**src/rtl/pc_stack_unit.sv**
```systemverilog
// Program-counter unit for the TinyCPU fetch stage: increment, absolute jump,
// signed relative branch, and a call/return stack with sticky error flags.
module pc_stack_unit #(
    parameter int ADDR_W = 8,
    parameter int OFF_W = 6,
    parameter int STACK_DEPTH = 4,
    parameter logic [ADDR_W-1:0] RESET_VEC = '0,
    localparam int DEPTH_W = $clog2(STACK_DEPTH + 1)
) (
    input  logic               clk,
    input  logic               reset,
    input  logic               stall,
    input  logic               jump_en,
    input  logic [ADDR_W-1:0]  jump_addr,
    input  logic               branch_en,
    input  logic [OFF_W-1:0]   branch_off,
    input  logic               call_en,
    input  logic               ret_en,
    output logic [ADDR_W-1:0]  pc_out,
    output logic [DEPTH_W-1:0] stack_depth,
    output logic               stack_full,
    output logic               stack_empty,
    output logic               ovf_err,
    output logic               unf_err
);

    localparam int PTR_W = (STACK_DEPTH > 1) ? $clog2(STACK_DEPTH) : 1;

    logic [ADDR_W-1:0]  pc_q, pc_d;
    logic [DEPTH_W-1:0] depth_q, depth_d;
    logic               ovf_q, ovf_d;
    logic               unf_q, unf_d;
    logic [ADDR_W-1:0]  stack_q [STACK_DEPTH];

    logic [ADDR_W-1:0]  pc_inc;
    logic [ADDR_W-1:0]  off_ext;
    logic [PTR_W-1:0]   top_idx;
    logic [PTR_W-1:0]   push_idx;
    logic               push;
    logic               full;
    logic               empty;

    generate
        if (OFF_W < ADDR_W) begin : g_sext
            assign off_ext = {{(ADDR_W - OFF_W){branch_off[OFF_W-1]}}, branch_off};
        end else begin : g_nosext
            assign off_ext = branch_off;
        end
    endgenerate

    assign pc_inc   = pc_q + ADDR_W'(1);
    assign full     = (depth_q == DEPTH_W'(STACK_DEPTH));
    assign empty    = (depth_q == '0);
    // Entries occupy slots 0..depth-1, so the top sits one below the depth.
    assign top_idx  = depth_q[PTR_W-1:0] - PTR_W'(1);
    assign push_idx = depth_q[PTR_W-1:0];

    always_comb begin
        pc_d    = pc_q;
        depth_d = depth_q;
        ovf_d   = ovf_q;
        unf_d   = unf_q;
        push    = 1'b0;
        if (!stall) begin
            if (ret_en) begin
                if (!empty) begin
                    pc_d    = stack_q[top_idx];
                    depth_d = depth_q - DEPTH_W'(1);
                end else begin
                    pc_d  = pc_inc;
                    unf_d = 1'b1;
                end
            end else if (call_en) begin
                if (!full) begin
                    push    = 1'b1;
                    pc_d    = jump_addr;
                    depth_d = depth_q + DEPTH_W'(1);
                end else begin
                    pc_d  = pc_inc;
                    ovf_d = 1'b1;
                end
            end else if (jump_en) begin
                pc_d = jump_addr;
            end else if (branch_en) begin
                pc_d = pc_q + off_ext;
            end else begin
                pc_d = pc_inc;
            end
        end
    end

    always_ff @(posedge clk or posedge reset) begin
        if (reset) begin
            pc_q    <= RESET_VEC;
            depth_q <= '0;
            ovf_q   <= 1'b0;
            unf_q   <= 1'b0;
        end else begin
            pc_q    <= pc_d;
            depth_q <= depth_d;
            ovf_q   <= ovf_d;
            unf_q   <= unf_d;
        end
    end

    // Stack contents are meaningless after reset since depth returns to zero.
    always_ff @(posedge clk) begin
        if (push) begin
            stack_q[push_idx] <= pc_inc;
        end
    end

    assign pc_out      = pc_q;
    assign stack_depth = depth_q;
    assign stack_full  = full;
    assign stack_empty = empty;
    assign ovf_err     = ovf_q;
    assign unf_err     = unf_q;

endmodule

```
**config.mk**
```make
export PLATFORM = sky130hd
export DESIGN_NAME = pc_stack_unit
export DESIGN_NICKNAME = d
export VERILOG_FILES = /design/src/rtl/pc_stack_unit.sv
export SDC_FILE = /design/constraint.sdc
export NUM_CORES = 1
export LEC_CHECK = 0
export ABC_AREA = 0
export CELL_PAD_IN_SITES_DETAIL_PLACEMENT = 1
export CELL_PAD_IN_SITES_GLOBAL_PLACEMENT = 1
export CORE_ASPECT_RATIO = 1.1
export CORE_MARGIN = 2
export CORE_UTILIZATION = 43
export CTS_CLUSTER_SIZE = 14
export DETAILED_ROUTE_END_ITERATION = 12
export PLACE_DENSITY = 0.91
export SYNTH_ARGS = -nofsm -noshare
export SYNTH_HDL_FRONTEND = slang
export SYNTH_SLANG_ARGS = --single-unit
export TNS_END_PERCENT = 50
```
**constraint.sdc**
```tcl
create_clock -name clk -period 2.3 [get_ports clk]
set_input_delay 0.23 -clock clk [delete_from_list [all_inputs] [get_ports clk]]
set_output_delay 0.23 -clock clk [all_outputs]
set_load 0.05 [all_outputs]
```
run_1/layer_met1.png
Supply wires on this layer in grey.
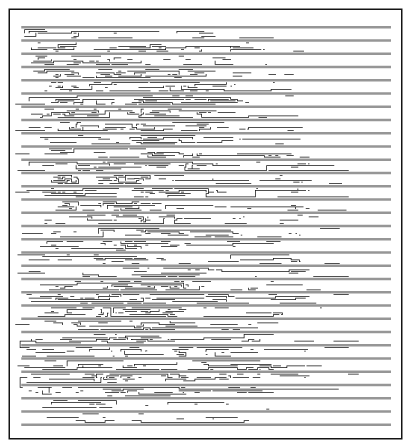
- nets with wire on the layer: 305
- main direction: horizontal
- wire length on this layer: 3230 microns
- longest straight run: 32.7 microns
- share of all routed wire: 41%

run_1/layer_met2.png
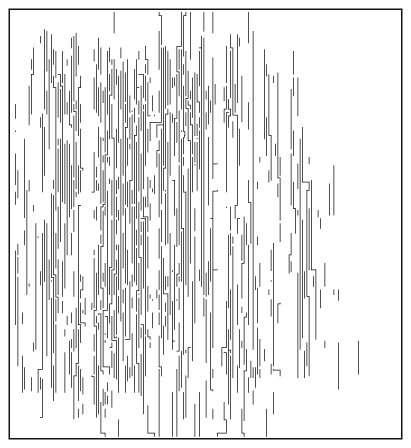
- longest straight run: 65.3 microns
- nets with wire on the layer: 300

==> results.cfg, run 1 <==
; yosys + openroad results
[finish]
final-seq-area_sq_um = 1287
layout.cells.non_filler = 378
n_all_buffers = 50
clock_area_share_pct = 3.173
multiInputGateArea_sq_um = 1340
flops = 45
lay_top_cells = 33 x clkdlybuf4s50_1, 32 x edfxtp_1, 21 x nand2_1
logic_gates = 179
inv_count = 16
mostFrequentLayoutCell = clkdlybuf4s50_1
drive_above_1_share_pct = 13.09
sh_seq_area_pct = 37.97

[clocking]
clockRootBuffer = clkbuf_8
htree_levels = 2
cts_tree = yes
clkTransAtPathRegs_ns = 0.09

[yosys]
yosys.area_share.aoi_pct = 16.57
fp_nets = 285
synth_seq_share_pct = 46.79
netlist_instances = 250
ys_area_sq_um = 2749
synth_cell_types = 52
yosys_warnings = 0
yosys.cell_count.top_type = edfxtp_1
ys_sh_simple_pct = 13.97
syn_area_sq_um = 2749
ys_cells = 250
top_cells_by_area = edfxtp_1 35%, dfrtp_1 12%, mux4_2 6.6%, ha_1 5.5%, nand2_1 2.9%
common_cells = 32 x edfxtp_1, 21 x nand2_1, 13 x a21oi_1, 13 x dfrtp_1, 13 x inv_1
synth-async-reset-ratio_pct = 28.89

[global_routing]
grt_overflow = 0
grt_pass1_vias = 2411
grt_util_met1_pct = 29.97
grt.busiest_layer = met2
met3_usage_pct = 2.371

[pwr]
pwr-share-seq_pct = 28.2
powerClk_uw = 589
p_clk_share_pct = 12.6
maxPowerGroup = combinational cells
combPwrFrac_pct = 59.2
p_sw_mw = 2.129
power.total_mw = 4.682

[timing]
tightest_slew_ns = 0.6330
hold_viol_final = 0
timing.final.ws_setup_ns = 0.09875
max_freq_mhz = 454.3
final.setup.tns_ns = 0
slew_viol_final = 0

[placed_design]
post-dp-hpwl_mm = 6.078
dpl_cell_area_sq_um = 3281
portBuffers = 35

[setup_path]
endpoint = pc_out[7]
crit_fanout = 7
critical_path_class = register to register
worstReg2RegEnd = pc_out[7]
r2r_slack_ns = 0.1
rr_worst_depth = 6
critPathTopFamily = simple AND/OR/NAND/NOR gates
critPathRequiredTime_ns = 2.46
crit_buf_inv = 1
worst_setup_path_end_kind = register
cp.arrival_ns = 2.36
startpoint = pc_out[0]

[die]
core_area_sq_um = 6193
die_w_microns = 80.24
rows = 30

[detailed_routing]
wire_per_inst_microns = 21.10
drc = 0
drt_pass1_iterations = 4
totalWireLength_mm = 7.974

[status]
status = completed

[flow_run]
tool_warnings = 29
run_1/layer_met3.png
The bar under the picture is 20 microns long. Cells faint in the background.
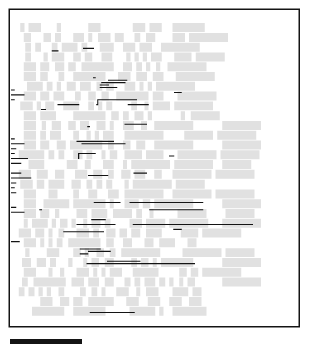
- longest straight run: 33.1 microns
- share of all routed wire: 3.7%
- wire length on this layer: 296 microns

run_1/clocks.png
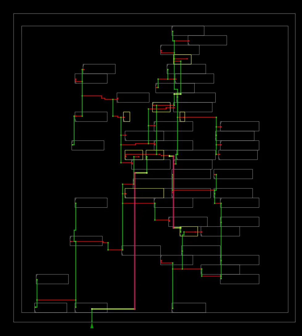
CTS Sinks: 45
clkbuf count: 6
total CTS buffers: 5
Clock Latency Late Sink: 0.29 ns

[run 1: worst register-to-register path: stages, from the launching register on]
cell and delay (ns):
dfrtp_1 0.39, buf_4 0.18, nand3_1 0.25, nor3_1 0.39, xor2_1 0.25, a2111oi_2 0.50, o22ai_1 0.12
[run 1: what timing repair did]
| action | CTS | global route |
|---|---|---|
| resized | 0 | 1 |
| setup buffers | 0 | 0 |
| setup endpoints to repair | 0 | 1 |
[run 1: sequential cells by signal, summed over array words and instances (netlist names)]
signal	flops
stack_q	32
pc_out	8
stack_depth	3
ovf_err	1
unf_err	1
[run 1: per-layer routing]
layer / vias to the layer above / wire (microns) / share of wire, %
met1: 1150 / 3233 / 41
met3: 14 / 296 / 3.7
met2: 75 / 4248 / 53
met4: 0 / 195 / 2.4
li1: 1040 / - / -
met5: - / 0 / 0
==> run 2: changes to the inputs <==
==> constraint.sdc (replaced) <==
create_clock -name clk -period 2.8 [get_ports clk]
set_input_delay 0.28 -clock clk [delete_from_list [all_inputs] [get_ports clk]]
set_output_delay 0.28 -clock clk [all_outputs]
set_load 0.05 [all_outputs]
run_2/layer_met4.png
Supply wires on this layer in grey. Cells faint in the background.
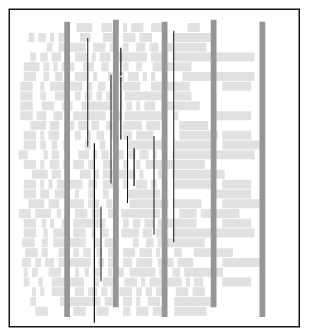
- longest straight run: 58.5 microns
- share of all routed wire: 3.5%
- main direction: vertical
- nets with wire on the layer: 9
- wire length on this layer: 269 microns

==> run 2 against run 1 <==
  * Sequential power decreased by 15%
  * Via count shrank 1.1%
  * Worst hold slack better by 0.032 ns
  * Die size stayed put
  * Sequential share of layout area is 1.0 points higher
  * Final cell count shrank 1.9%
  * Global-route usage decreased by 0.50 points
  * Critical path type is now register to primary output
  * Critical endpoint is now stack_empty
  * Largest cell class unchanged
==> results.cfg, run 2 <==
; yosys + openroad results
[yosys]
ys_area_sq_um = 2749
common_cells = 32 x edfxtp_1, 21 x nand2_1, 13 x a21oi_1, 13 x dfrtp_1, 13 x inv_1
ys_cells = 250
synth-async-reset-ratio_pct = 28.89
yosys.area_share.aoi_pct = 16.57
fp_nets = 285
ys_sh_simple_pct = 13.97
yosys.cell_count.top_type = edfxtp_1
top_cells_by_area = edfxtp_1 35%, dfrtp_1 12%, mux4_2 6.6%, ha_1 5.5%, nand2_1 2.9%

[die]
die_w_microns = 80.24
core_area_sq_um = 6193
rows = 30

[clocking]
cts_setup_buffers = 0
cts_num_sinks = 45
post_cts_resized = 0
cts_tree = yes
htree_levels = 2
cts_buffers = 5
clk_latency_ns = 0.29

[setup_path]
crit_fanout = 11
worstReg2RegEnd = stack_q[3][1]
worst_setup_path_end_kind = primary output
r2r_slack_ns = 0.63
startpoint = stack_depth[1]
critical_path_class = register to primary output
endpoint = stack_empty

[global_routing]
grt_util_met1_pct = 29.25
grt_pass1_vias = 2404
grt_overflow = 0
met3_usage_pct = 2.784
grt.busiest_layer = met2

[pwr]
combPwrFrac_pct = 57.1
power.total_mw = 3.737
p_clk_share_pct = 12.9
p_sw_mw = 1.725
pwr-share-seq_pct = 30.0
maxPowerGroup = combinational cells

[timing]
slew_viol_final = 0
max_freq_mhz = 432.7
timing.final.ws_setup_ns = 0.4891
hold_viol_final = 0

[finish]
multiInputGateArea_sq_um = 1338
largest-register = stack_q
mostFrequentLayoutCell = clkdlybuf4s50_1
final-seq-area_sq_um = 1286
largest_reg_flops = 32
lay_top_cells = 33 x clkdlybuf4s50_1, 32 x edfxtp_1, 21 x nand2_1
drive_above_1_share_pct = 10.31

[detailed_routing]
wire_per_inst_microns = 20.57
wl_met3_microns = 282
drt_pass1_iterations = 4
highest_layer = met4
drc = 0
totalWireLength_mm = 7.631
wl_met1_mm = 3.140

[status]
status = completed

[flow_run]
tool_warnings = 29

[placed_design]
post-dp-hpwl_mm = 5.766
portBuffers = 35
run_2/layer_met2.png
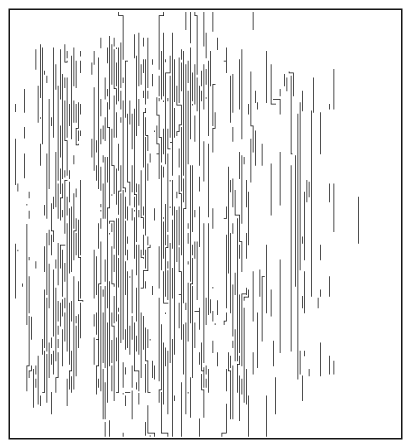
- main direction: vertical
- nets with wire on the layer: 300
- wire length on this layer: 3940 microns

==> run 2: area by class of cell <==
class                           count  area share [%]
Clock buffer                        6           2.201
Clock inverter                      2           1.063
Inverter                           16           1.822
Multi-Input combinational cell    179           40.57
Sequential cell                    45           39.01
Tap cell                           80           3.036
Timing Repair Buffer               43           12.30
==> run 2: per-stage QoR <==
step | instance area (sq um) | hold slack (ns) | std cells
2_1_floorplan | 2749 | 0.1570 | 250
3_3_place_gp | 3189 | 0.4390 | 363
3_5_place_dp | 3189 | 0.4572 | 363
4_1_cts | 3297 | 0.3629 | 371
5_1_grt | 3297 | 0.3912 | 371
6_report | 3297 | 0.3396 | 371
==> run 2: critical path: cells and delay by family, from the launching register on <==
kind          cells  cell delay, ns
fa+ha+maj         1            0.32
flops             1            0.43
buf+inv           3            0.65
simple gates      1            0.33
==> run 3: changes to the inputs <==
--- a/config.mk
+++ b/config.mk
@@ -10,10 +10,10 @@
 export CELL_PAD_IN_SITES_GLOBAL_PLACEMENT = 1
 export CORE_ASPECT_RATIO = 1.1
 export CORE_MARGIN = 2
-export CORE_UTILIZATION = 43
+export CORE_UTILIZATION = 40
 export CTS_CLUSTER_SIZE = 14
 export DETAILED_ROUTE_END_ITERATION = 12
-export PLACE_DENSITY = 0.91
+export PLACE_DENSITY = 0.89
 export SYNTH_ARGS = -nofsm -noshare
 export SYNTH_HDL_FRONTEND = slang
 export SYNTH_SLANG_ARGS = --single-unit
==> constraint.sdc (replaced) <==
create_clock -name clk -period 2.1 [get_ports clk]
set_input_delay 0.21 -clock clk [delete_from_list [all_inputs] [get_ports clk]]
set_output_delay 0.21 -clock clk [all_outputs]
set_load 0.05 [all_outputs]
run_3/layer_met1.png
Supply wires on this layer in grey.
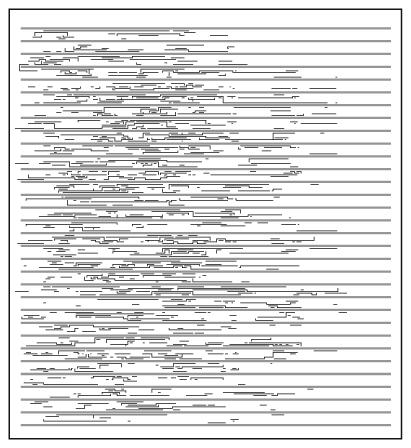
- wire length on this layer: 3260 microns
- main direction: horizontal
- share of all routed wire: 39%
- nets with wire on the layer: 320

==> run 3 against run 2 <==
  * Clock-buffer cell count down 1
  * Combinational power rose by 54%
  * Register-to-register slack worse by 0.55 ns
  * Synthesized cell count stayed put
  * Routed wire length grew 8.5%
  * Utilization is 0.42 points higher
  * Power increased by 42%
  * Non-clock buffer count up 28
  * Die size increased by 7.1%
  * Final cell count up 8.1%
  * Worst hold slack worse by 0.086 ns
  * First-iteration DRC count increased by 12%
==> results.cfg, run 3 <==
; yosys + openroad results
[timing]
max_freq_mhz = 494.0
hold_viol_final = 0
whs_ns = 0.2541
timing.final.ws_setup_ns = 0.07554
slew_viol_final = 0

[placed_design]
portBuffers = 35
post-dp-hpwl_mm = 6.489
dpl_cell_area_sq_um = 3457
dpl.cell_count = 393

[clocking]
cts_buffers = 5
cts_setup_buffers = 0
htree_levels = 2
cts_num_sinks = 45
post_cts_resized = 0
clk_latency_ns = 0.31

[finish]
n_all_buffers = 71
clkbuf_count = 5
inv_count = 16
largest-register = stack_q
drive_above_1_share_pct = 21.00
multiInputGateArea_sq_um = 1349
largest_class = combinational gates
lay_top_cells = 34 x buf_4, 33 x clkdlybuf4s50_1, 32 x edfxtp_1
logic_gates = 179
design_area_sq_um = 3558
clock_area_share_pct = 2.532
sh_seq_area_pct = 36.29

[die]
core_area_sq_um = 6633
rows = 31
nWellTaps = 82

[global_routing]
grt_overflow = 0
met3_usage_pct = 2.091
grt_pass1_vias = 2587
grt.busiest_layer = met2

[yosys]
top_cells_by_area = edfxtp_1 35%, dfrtp_1 12%, mux4_2 6.6%, ha_1 5.5%, nand2_1 2.9%
yosys.area_share.aoi_pct = 16.57
synth-async-reset-ratio_pct = 28.89
yosys.cell_count.top_type = edfxtp_1
common_cells = 32 x edfxtp_1, 21 x nand2_1, 13 x a21oi_1, 13 x dfrtp_1, 13 x inv_1
ys_cells = 250
ys_area_sq_um = 2749
ys_sh_simple_pct = 13.97
fp_nets = 285

[pwr]
p_sw_mw = 2.432
p_clk_share_pct = 10.6
power.total_mw = 5.299
combPwrFrac_pct = 62.3

[setup_path]
worstReg2RegEnd = pc_out[6]
crit_fanout = 3
critical_path_class = register to register
startpoint = pc_out[0]
r2r_slack_ns = 0.08
worst_setup_path_end_kind = register
endpoint = pc_out[6]

[detailed_routing]
drc = 0
wl_met1_mm = 3.262
drt_pass1_iterations = 5
totalWireLength_mm = 8.278
drt_iter0_drc = 124
highest_layer = met4
wl_met3_microns = 471
wire_per_inst_microns = 20.64

[status]
status = completed
run_3/layer_met3.png
The bar under the picture is 20 microns long. Cells faint in the background.
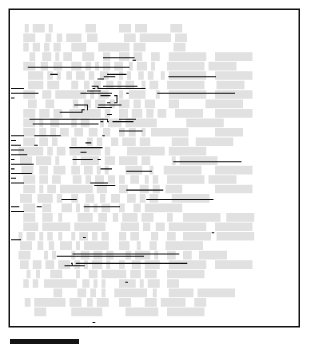
- wire length on this layer: 472 microns
- main direction: horizontal
- share of all routed wire: 5.7%
- longest straight run: 31.7 microns

run 3: cell counts after synthesis:
No cell type changed its count.
run 3: worst max-delay path, delay by kind of cell, from the launching register on:
family                     cells  cell delay [ns]
adders and majority gates      2             0.42
buffers and inverters          1             0.08
and+or+nand+nor                3             0.59
AOI/OAI and AO/OA              2             0.44
DFF                            1             0.42
run 3: how the worst min path moves through the flow:
| stage | start | endpoint | slack (ns) | cells past startpoint |
|---|---|---|---|---|
| final | reset | stack_depth[0] | 0.25 | 2 |
| after CTS | reset | stack_depth[1] | 0.27 | 2 |
| after detailed placement | unf_err | unf_err | 0.44 | 1 |
| after global placement | unf_err | unf_err | 0.44 | 1 |
| after global routing | reset | ovf_err | 0.31 | 2 |
| after floorplan | reset | ovf_err | 0.09 | 1 |
Power is estimated from default activity; no workload was simulated.
